<file path="src/rtl/if_id_pipe_reg.sv">
// IF/ID pipeline register with valid/ready handshake on both sides, synchronous
// flush for branch redirect and a saturating back-pressure (stall) counter.
//
// Build option: define IF_ID_SKID_EN to add a second (skid) entry so that
// if_ready comes straight from a flop instead of from id_ready. The port list
// is the same in both builds.
module if_id_pipe_reg #(
    parameter int unsigned     XLEN      = 32,
    parameter int unsigned     ILEN      = 32,
    parameter logic [ILEN-1:0] NOP_INSTR = ILEN'(32'h00000013),
    parameter int unsigned     CNT_W     = 16
) (
    input  logic             clk,
    input  logic             rst,

    // Upstream (fetch) side
    input  logic             if_valid,
    output logic             if_ready,
    input  logic [XLEN-1:0]  if_pc,
    input  logic [ILEN-1:0]  if_instruction,

    // Downstream (decode) side
    output logic             id_valid,
    input  logic             id_ready,
    output logic [XLEN-1:0]  id_pc,
    output logic [ILEN-1:0]  id_instruction,

    // Control and status
    input  logic             flush,
    input  logic             stall_cnt_clr,
    output logic [CNT_W-1:0] stall_cnt
);

    localparam logic [CNT_W-1:0] CntMax = '1;

`ifdef IF_ID_SKID_EN

    logic            skid_valid;
    logic [XLEN-1:0] skid_pc;
    logic [ILEN-1:0] skid_instr;
    logic            if_ready_q;

    // Upstream ready is registered; it is low exactly while the skid entry holds a beat.
    assign if_ready = if_ready_q;

    // Main and skid entries: the skid entry always holds the younger beat and
    // drains into main before any new upstream beat is taken.
    always_ff @(posedge clk) begin
        if (rst) begin
            id_valid       <= 1'b0;
            id_pc          <= '0;
            id_instruction <= NOP_INSTR;
            skid_valid     <= 1'b0;
            skid_pc        <= '0;
            skid_instr     <= NOP_INSTR;
            if_ready_q     <= 1'b1;
        end else if (flush) begin
            id_valid       <= 1'b0;
            id_instruction <= NOP_INSTR;
            skid_valid     <= 1'b0;
            if_ready_q     <= 1'b1;
        end else if (skid_valid) begin
            // if_ready is low here, so no upstream beat can arrive this cycle
            if (id_ready) begin
                id_valid       <= 1'b1;
                id_pc          <= skid_pc;
                id_instruction <= skid_instr;
                skid_valid     <= 1'b0;
                if_ready_q     <= 1'b1;
            end
        end else if (!id_valid || id_ready) begin
            id_valid <= if_valid;
            if (if_valid) begin
                id_pc          <= if_pc;
                id_instruction <= if_instruction;
            end else begin
                id_instruction <= NOP_INSTR;
            end
        end else if (if_valid) begin
            // Main is stalled: park the arriving beat in the skid entry
            skid_valid <= 1'b1;
            skid_pc    <= if_pc;
            skid_instr <= if_instruction;
            if_ready_q <= 1'b0;
        end
    end

`else

    // Accept whenever the single entry is empty or is being drained this cycle.
    assign if_ready = !id_valid || id_ready;

    // Single-entry register; a simultaneous drain and fill replaces the beat with no bubble.
    always_ff @(posedge clk) begin
        if (rst) begin
            id_valid       <= 1'b0;
            id_pc          <= '0;
            id_instruction <= NOP_INSTR;
        end else if (flush) begin
            id_valid       <= 1'b0;
            id_instruction <= NOP_INSTR;
        end else if (if_ready) begin
            id_valid <= if_valid;
            if (if_valid) begin
                id_pc          <= if_pc;
                id_instruction <= if_instruction;
            end else begin
                id_instruction <= NOP_INSTR;
            end
        end
    end

`endif

    // Saturating count of cycles where decode back-pressures a valid beat; clear wins.
    always_ff @(posedge clk) begin
        if (rst) begin
            stall_cnt <= '0;
        end else if (stall_cnt_clr) begin
            stall_cnt <= '0;
        end else if (id_valid && !id_ready && (stall_cnt != CntMax)) begin
            stall_cnt <= stall_cnt + CNT_W'(1);
        end
    end

endmodule

</file>
<file path="config.mk">
export PLATFORM = sky130hd
export DESIGN_NAME = if_id_pipe_reg
export DESIGN_NICKNAME = d
export VERILOG_FILES = /design/src/rtl/if_id_pipe_reg.sv
export SDC_FILE = /design/constraint.sdc
export NUM_CORES = 1
export LEC_CHECK = 0
export ABC_AREA = 1
export CELL_PAD_IN_SITES_DETAIL_PLACEMENT = 0
export CELL_PAD_IN_SITES_GLOBAL_PLACEMENT = 2
export CORE_MARGIN = 2
export CORE_UTILIZATION = 32
export CTS_BUF_LIST = sky130_fd_sc_hd__clkbuf_16
export CTS_CLUSTER_DIAMETER = 200
export DETAILED_ROUTE_END_ITERATION = 7
export DONT_BUFFER_PORTS = 1
export GPL_TIMING_DRIVEN = 0
export PLACE_DENSITY = 0.83
export SLEW_MARGIN = 20
export SYNTH_ARGS = -nofsm -noshare
export SYNTH_HDL_FRONTEND = slang
export SYNTH_SLANG_ARGS = --single-unit
</file>
<file path="constraint.sdc">
create_clock -name clk -period 1.6 [get_ports clk]
set_input_delay 0.4 -clock clk [delete_from_list [all_inputs] [get_ports clk]]
set_output_delay 0.4 -clock clk [all_outputs]
set_load 0.01 [all_outputs]
</file>
Clock wires, drivers and flops:
The bar under the picture is 20 µm long.
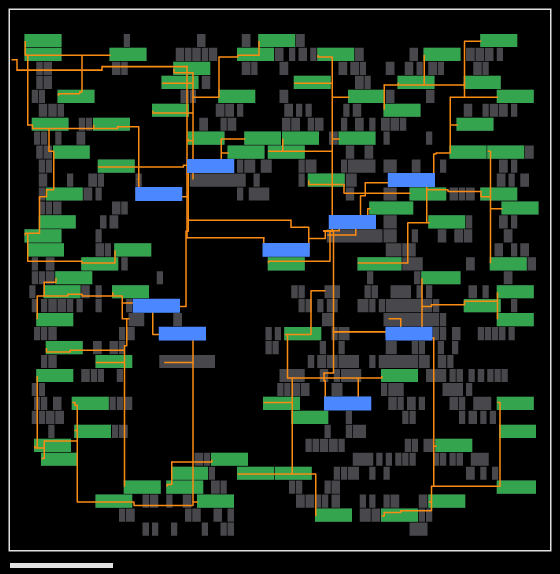
Key: clock drivers = blue [count 9]; clock wires = orange [length 1170 µm]; flip-flops = green [count 81]
Position of the flops: widely spread.
clk ins delay skew pair: 0.33 ns
P_clk: 2.54 mW
Final Skew: 0.00699 ns
clock network power share: 51.3%

Cell classes on the final placement:
The bar under the picture is 20 µm long.
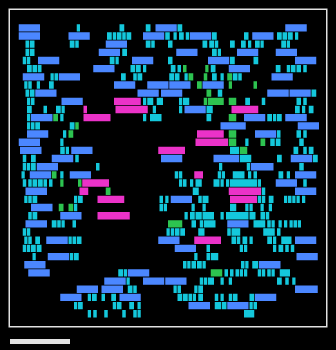
Key: clock drivers and dummy loads = magenta [cells 16, share of their area 9.9%]; sequential cells = blue [cells 81, share of their area 44%]; remaining buffers and delay cells = green [cells 28, share of their area 4.5%]; combinational and other logic = cyan [cells 332, share of their area 42%]
Finished Cell Area: 0.00388 mm²
Util after Layout: 39.3%
row count: 36
core area: 0.00986 mm²
Seq area share: 42.1%

Where the registers sit:
The bar under the picture is 20 µm long. Other sequential cells in the stronger gray, the rest of the logic in the fainter gray.
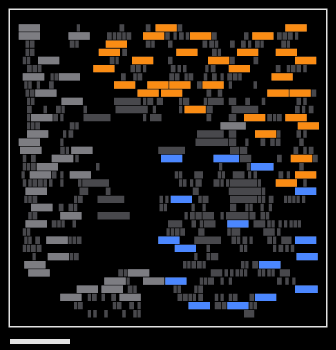
Key: id_instruction = orange [placed flops 32]; stall_cnt = blue [placed flops 16]
Another 33 sequential cells are not colored.

==> results_dict.tcl <==
# implementation run metrics
set metrics [dict create \
    comb_share_pct 38.4 \
    drtAntennaViolNets 0 \
    p_per_area_mw_per_mm2 1280 \
    syn_area_mm2 0.00328 \
    most_common_cell "nor2_1" \
    layout_min_cycle_time_ns 1.55 \
    viasPerCell 4.80 \
    holdWs_ns 0.204 \
    cp-start-kind "flip-flop" \
    seq-power_mw 2.19 \
    switching_share_pct 22.0 \
    ys_sh_simple_pct 33.0 \
    cpPeakStageDelay_ns 0.37 \
    common_cells "nor2_1, dfxtp_1, nand2_1, nand3_1, a21oi_1" \
    layout_top_cells "nor2_1, dfxtp_1, nand2_1, nand3_1, a21oi_1" \
    status "finished clean" \
    crit_buf_inv 3 \
    drc 0 \
    fmax_mhz 645 \
    syn_inst 437 \
    ff_latch_area_mm2 0.00163 \
    fp-utilization_pct 33.2 \
    synthAdderAreaFrac_pct 0.382 \
    logic_area_mm2 0.00149 \
    cts_root_buf "clkbuf_16" \
    grt_start_max_net_pins 15 \
    synth.distinct_cells 26 \
    place_ws_ns -0.0495 \
    arrival_ns 1.15 \
    ff_type "dfxtp_1" \
    buf_share_pct 4.29 \
    pin_count 152 \
    finalSetupViolations 0 \
    dp_hpwl_mm 6.31 \
]
Gate-type map:
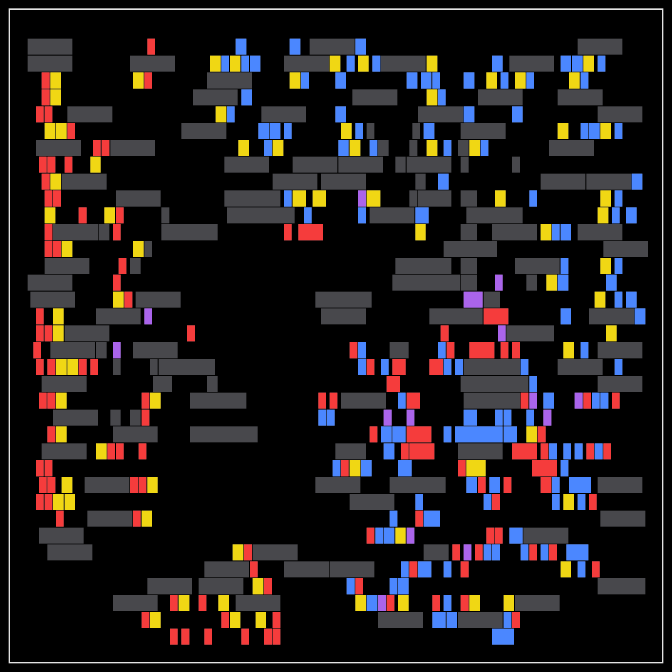
Key: aoi and oai cells = yellow [cells 75, most used a21oi_1, where widely spread]; nor cells = red [cells 117, most used nor2_1, where widely spread]; inv cells = purple [cells 14, most used inv_1]; nand cells = blue [cells 125, most used nand2_1]

Routing congestion:
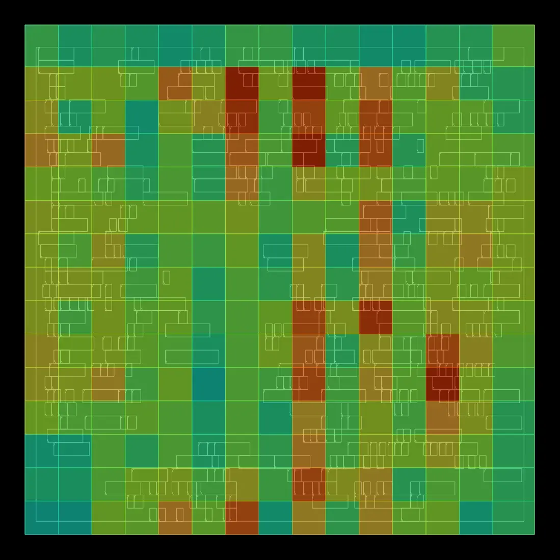
average wire per standard cell: 14.7 µm
total track usage: 15.8%
M2 GR Usage: 26.4%
met1 GRT Util: 17.7%

-- per-stage QoR --
stage	utilization, %	setup TNS (ns)	power (mW)
detailed placement	34.9	-0.323	2.46
finish	39.3	0	4.96
floorplan	-	0	2.39
CTS	38.8	-0.0227	5.04
global placement	34.9	-0.361	2.45
global route	39.3	-0.00427	5.17
-- routing by layer --
| metal | vias up | GRT usage, % | wire length, µm |
|---|---|---|---|
| met5 | - | 0 | 0 |
| met4 | 0 | 4.48 | 146 |
| met3 | 13 | 7.98 | 819 |
| met2 | 112 | 26.4 | 4110 |
| met1 | 1263 | 17.7 | 3580 |
| li1 | 1445 | - | - |
-- timing repair --
action,CTS,global route
buffers inserted,0,4
resized,7,6
pin swaps,0,1
endpoints found under the setup margin,15,19
Power and IR drop assume default switching activity.
